Logic cells by family:
Drawn at 4 px/um.
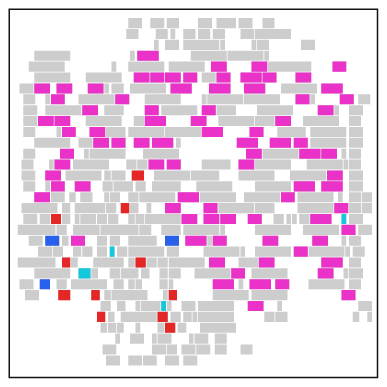
Signal wires by layer:
Drawn at 4 px/um. Only two layers are drawn.
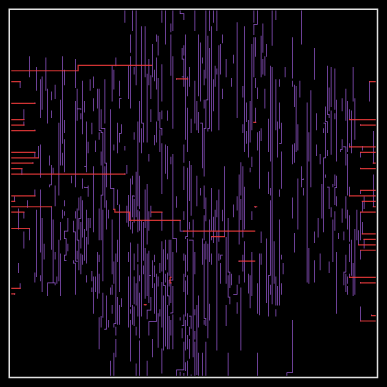
### config.mk
export PLATFORM = sky130hd
export DESIGN_NAME = fetch_ctrl
export DESIGN_NICKNAME = d
export VERILOG_FILES = /design/src/rtl/fetch_pkg.sv /design/src/rtl/fetch_buf.sv /design/src/rtl/fetch_ctrl.sv
export SDC_FILE = /design/constraint.sdc
export NUM_CORES = 1
export LEC_CHECK = 0
export CAP_MARGIN = 5
export CORE_UTILIZATION = 42
export CTS_CLUSTER_DIAMETER = 200
export CTS_CLUSTER_SIZE = 10
export DETAILED_ROUTE_END_ITERATION = 12
export GPL_ROUTABILITY_DRIVEN = 0
export PLACE_DENSITY = 0.75
export SLEW_MARGIN = 20
export SYNTH_ARGS = -nofsm -noshare
export SYNTH_HDL_FRONTEND = slang
export SYNTH_SLANG_ARGS = --single-unit
### constraint.sdc
create_clock -name clk -period 2 [get_ports clk]
set_clock_uncertainty 0.15 [all_clocks]
set_input_delay 0.2 -clock clk [delete_from_list [all_inputs] [get_ports clk]]
set_output_delay 0.2 -clock clk [all_outputs]
set_load 0.01 [all_outputs]
### src/rtl/fetch_pkg.sv
// Shared types and opcode constants for the instruction-fetch front end.
// Latency: n/a (definitions only). Backpressure: n/a.
// Opcode field bounds follow the instruction layout {opcode, operand A, operand B}.
package fetch_pkg;

    typedef enum logic [1:0] {
        ST_IDLE = 2'd0,
        ST_RUN  = 2'd1,
        ST_HALT = 2'd2
    } state_t;

    localparam logic [3:0] OPC_HALT = 4'hF;
    localparam int         OPC_MSB  = 19;
    localparam int         OPC_LSB  = 16;

    function automatic logic is_halt_opc(input logic [OPC_MSB-OPC_LSB:0] opc);
        return opc == OPC_HALT;
    endfunction

endpackage

### src/rtl/fetch_buf.sv
// Purpose: 2-entry FIFO holding {pc, instr} pairs between fetch and decode.
// Latency: push visible at head one cycle later; head data is registered state.
// Backpressure: full when 2 entries; push on full is accepted only with a same-cycle pop.
module fetch_buf #(
    parameter int ADDR_W  = 8,
    parameter int INSTR_W = 20
) (
    input  logic               clk,
    input  logic               rst_n,
    input  logic               push,
    input  logic [ADDR_W-1:0]  push_pc,
    input  logic [INSTR_W-1:0] push_instr,
    input  logic               pop,
    input  logic               clear,
    output logic               full,
    output logic               empty,
    output logic [ADDR_W-1:0]  head_pc,
    output logic [INSTR_W-1:0] head_instr
);

    logic [ADDR_W-1:0]  pc_q    [2];
    logic [INSTR_W-1:0] instr_q [2];
    logic               wr_ptr;
    logic               rd_ptr;
    logic [1:0]         count;
    logic               do_pop;
    logic               do_push;

    assign full    = (count == 2'd2);
    assign empty   = (count == 2'd0);
    assign do_pop  = pop && !empty;
    assign do_push = push && (!full || do_pop);

    always_ff @(posedge clk or negedge rst_n) begin
        if (!rst_n) begin
            wr_ptr <= 1'b0;
            rd_ptr <= 1'b0;
            count  <= 2'd0;
            for (int i = 0; i < 2; i++) begin
                pc_q[i]    <= '0;
                instr_q[i] <= '0;
            end
        end else if (clear) begin
            wr_ptr <= 1'b0;
            rd_ptr <= 1'b0;
            count  <= 2'd0;
        end else begin
            if (do_push) begin
                pc_q[wr_ptr]    <= push_pc;
                instr_q[wr_ptr] <= push_instr;
                wr_ptr          <= ~wr_ptr;
            end
            if (do_pop) begin
                rd_ptr <= ~rd_ptr;
            end
            unique case ({do_push, do_pop})
                2'b10:   count <= count + 2'd1;
                2'b01:   count <= count - 2'd1;
                default: count <= count;
            endcase
        end
    end

    // Head reads as zero when empty so decode never sees stale entries.
    assign head_pc    = empty ? '0 : pc_q[rd_ptr];
    assign head_instr = empty ? '0 : instr_q[rd_ptr];

endmodule

### src/rtl/fetch_ctrl.sv
// Purpose: PC sequencer feeding decode through a 2-entry buffer; optional halt opcode via FETCH_HALT_EN.
// Latency: start at edge k -> first instruction valid after edge k+1; one instruction per cycle sustained.
// Backpressure: dec_ready low fills the buffer, then PC and imem_addr hold until decode pops.
module fetch_ctrl
    import fetch_pkg::*;
#(
    parameter int                ADDR_W   = 8,
    parameter int                INSTR_W  = 20,
    parameter logic [ADDR_W-1:0] RESET_PC = '0
) (
    input  logic               clk,
    input  logic               rst_n,
    input  logic               start,
    output logic [ADDR_W-1:0]  imem_addr,
    input  logic [INSTR_W-1:0] imem_instr,
    output logic               dec_valid,
    input  logic               dec_ready,
    output logic [INSTR_W-1:0] dec_instr,
    output logic [ADDR_W-1:0]  dec_pc,
    input  logic               redirect_valid,
    input  logic [ADDR_W-1:0]  redirect_pc,
    output logic               busy,
    output logic               halted
);

    state_t            state;
    logic [ADDR_W-1:0] pc;
    logic              busy_q;
    logic              buf_full;
    logic              buf_empty;
    logic              pop;
    logic              fetch;
    logic              halt_hit;

    assign dec_valid = !buf_empty;
    assign pop       = dec_valid && dec_ready;
    // A pop frees a slot this cycle, so a full buffer can still take a fetch.
    assign fetch     = (state == ST_RUN) && !redirect_valid && (!buf_full || pop);
    assign imem_addr = pc;
    assign busy      = busy_q;

`ifdef FETCH_HALT_EN
    logic halted_q;
    assign halt_hit = fetch && is_halt_opc(imem_instr[OPC_MSB:OPC_LSB]);
    assign halted   = halted_q;
`else
    assign halt_hit = 1'b0;
    assign halted   = 1'b0;
`endif

    always_ff @(posedge clk or negedge rst_n) begin
        if (!rst_n) begin
            state  <= ST_IDLE;
            pc     <= RESET_PC;
            busy_q <= 1'b0;
`ifdef FETCH_HALT_EN
            halted_q <= 1'b0;
`endif
        end else if (redirect_valid) begin
            pc <= redirect_pc;
            if (state != ST_IDLE) begin
                state  <= ST_RUN;
                busy_q <= 1'b1;
`ifdef FETCH_HALT_EN
                halted_q <= 1'b0;
`endif
            end
        end else begin
            unique case (state)
                ST_IDLE: begin
                    if (start) begin
                        state  <= ST_RUN;
                        busy_q <= 1'b1;
                    end
                end
                ST_RUN: begin
                    if (fetch) begin
                        // The halt instruction itself is delivered; PC parks on it.
                        if (halt_hit) begin
                            state  <= ST_HALT;
                            busy_q <= 1'b0;
`ifdef FETCH_HALT_EN
                            halted_q <= 1'b1;
`endif
                        end else begin
                            pc <= pc + 1'b1;
                        end
                    end
                end
                ST_HALT: begin
                end
                default: begin
                    state  <= ST_IDLE;
                    busy_q <= 1'b0;
                end
            endcase
        end
    end

    fetch_buf #(
        .ADDR_W  (ADDR_W),
        .INSTR_W (INSTR_W)
    ) u_buf (
        .clk        (clk),
        .rst_n      (rst_n),
        .push       (fetch),
        .push_pc    (pc),
        .push_instr (imem_instr),
        .pop        (pop),
        .clear      (redirect_valid),
        .full       (buf_full),
        .empty      (buf_empty),
        .head_pc    (dec_pc),
        .head_instr (dec_instr)
    );

endmodule

==> summary.txt <==
Status = complete, no violations
Area leader, netlist = dfrtp_1
Combinational group share of total power = 28.9%
Top cells by area = dfrtp_1, mux2_2, mux2_4, mux2i_1, nor2_1
Count of library flops with an enable pin = 0
GRT met3 Usage = 3.32%
Die H = 91.7 um
Worst Setup SP = u_buf.count[0]
Routing usage on met2 = 33.0%
CTS H-tree lvls = 3
DR top layer = met4
Top Layout Cells = dfrtp_1, clkdlybuf4s50_1, nor2_1
Via/cell ratio = 5.11
Final Core Density = 59.3%
Adder-cell area share of the yosys netlist = 0.370%
Crit path DAT = 1600 ps
Drt wl/cell = 16.0 um
GR Layer Usage met1 = 23.6%
R2R Path Start = u_buf.count[0]
Post-CTS Resized = 31
Peak VDD IR = 423 uV
FILL cells = 657
Die area = 8410 um2
Antenna cells = 0
Busiest layer in global routing = met2
Multi-input combinational gate total = 177
Registers, synthesis = 69
Max-area cell share = 51.1%
Ys cells = 266
First-pass GRT wire length = 12400 um
Mux area share = 29.5%
DP HPWL = 5160 um
Worst Path Max Fanout = 8
P&R area growth vs syn = 36.3%
Sequential Power Share = 45.0%
Xor/xnor share = 0.259%
Antenna viol nets, final = 0
Reg2reg end = u_buf.pc_q[3]
DR WL met3 = 254 um
Mapped Nets = 300
Comb area leader = multiplexers
Highest cell delay on the worst timing path = 460 ps
Switching share of total power = 28.6%
Cell at the slowest stage of the critical path = clkdlybuf4s50_1
R2r setup slk = 50 ps
-- 'logic cells by family' (at the start) --
red -> and/or cells  # cells 11, most used or4_1
blue -> non-inverting ao/oa cells  # cells 3
magenta -> mux cells  # cells 85, most used mux2_2
cyan -> inv cells  # cells 4, most used inv_1
most frequent logic cell in the layout: dfrtp_1
Comb area share: 33.5%
fin cells: 471

-- 'signal wires by layer' (at the start) --
purple -> M2  # wire length 3770 um
red -> M3  # wire length 254 um
final WL: 7530 um
vias: 2407

Power is estimated from default activity; no workload was simulated.
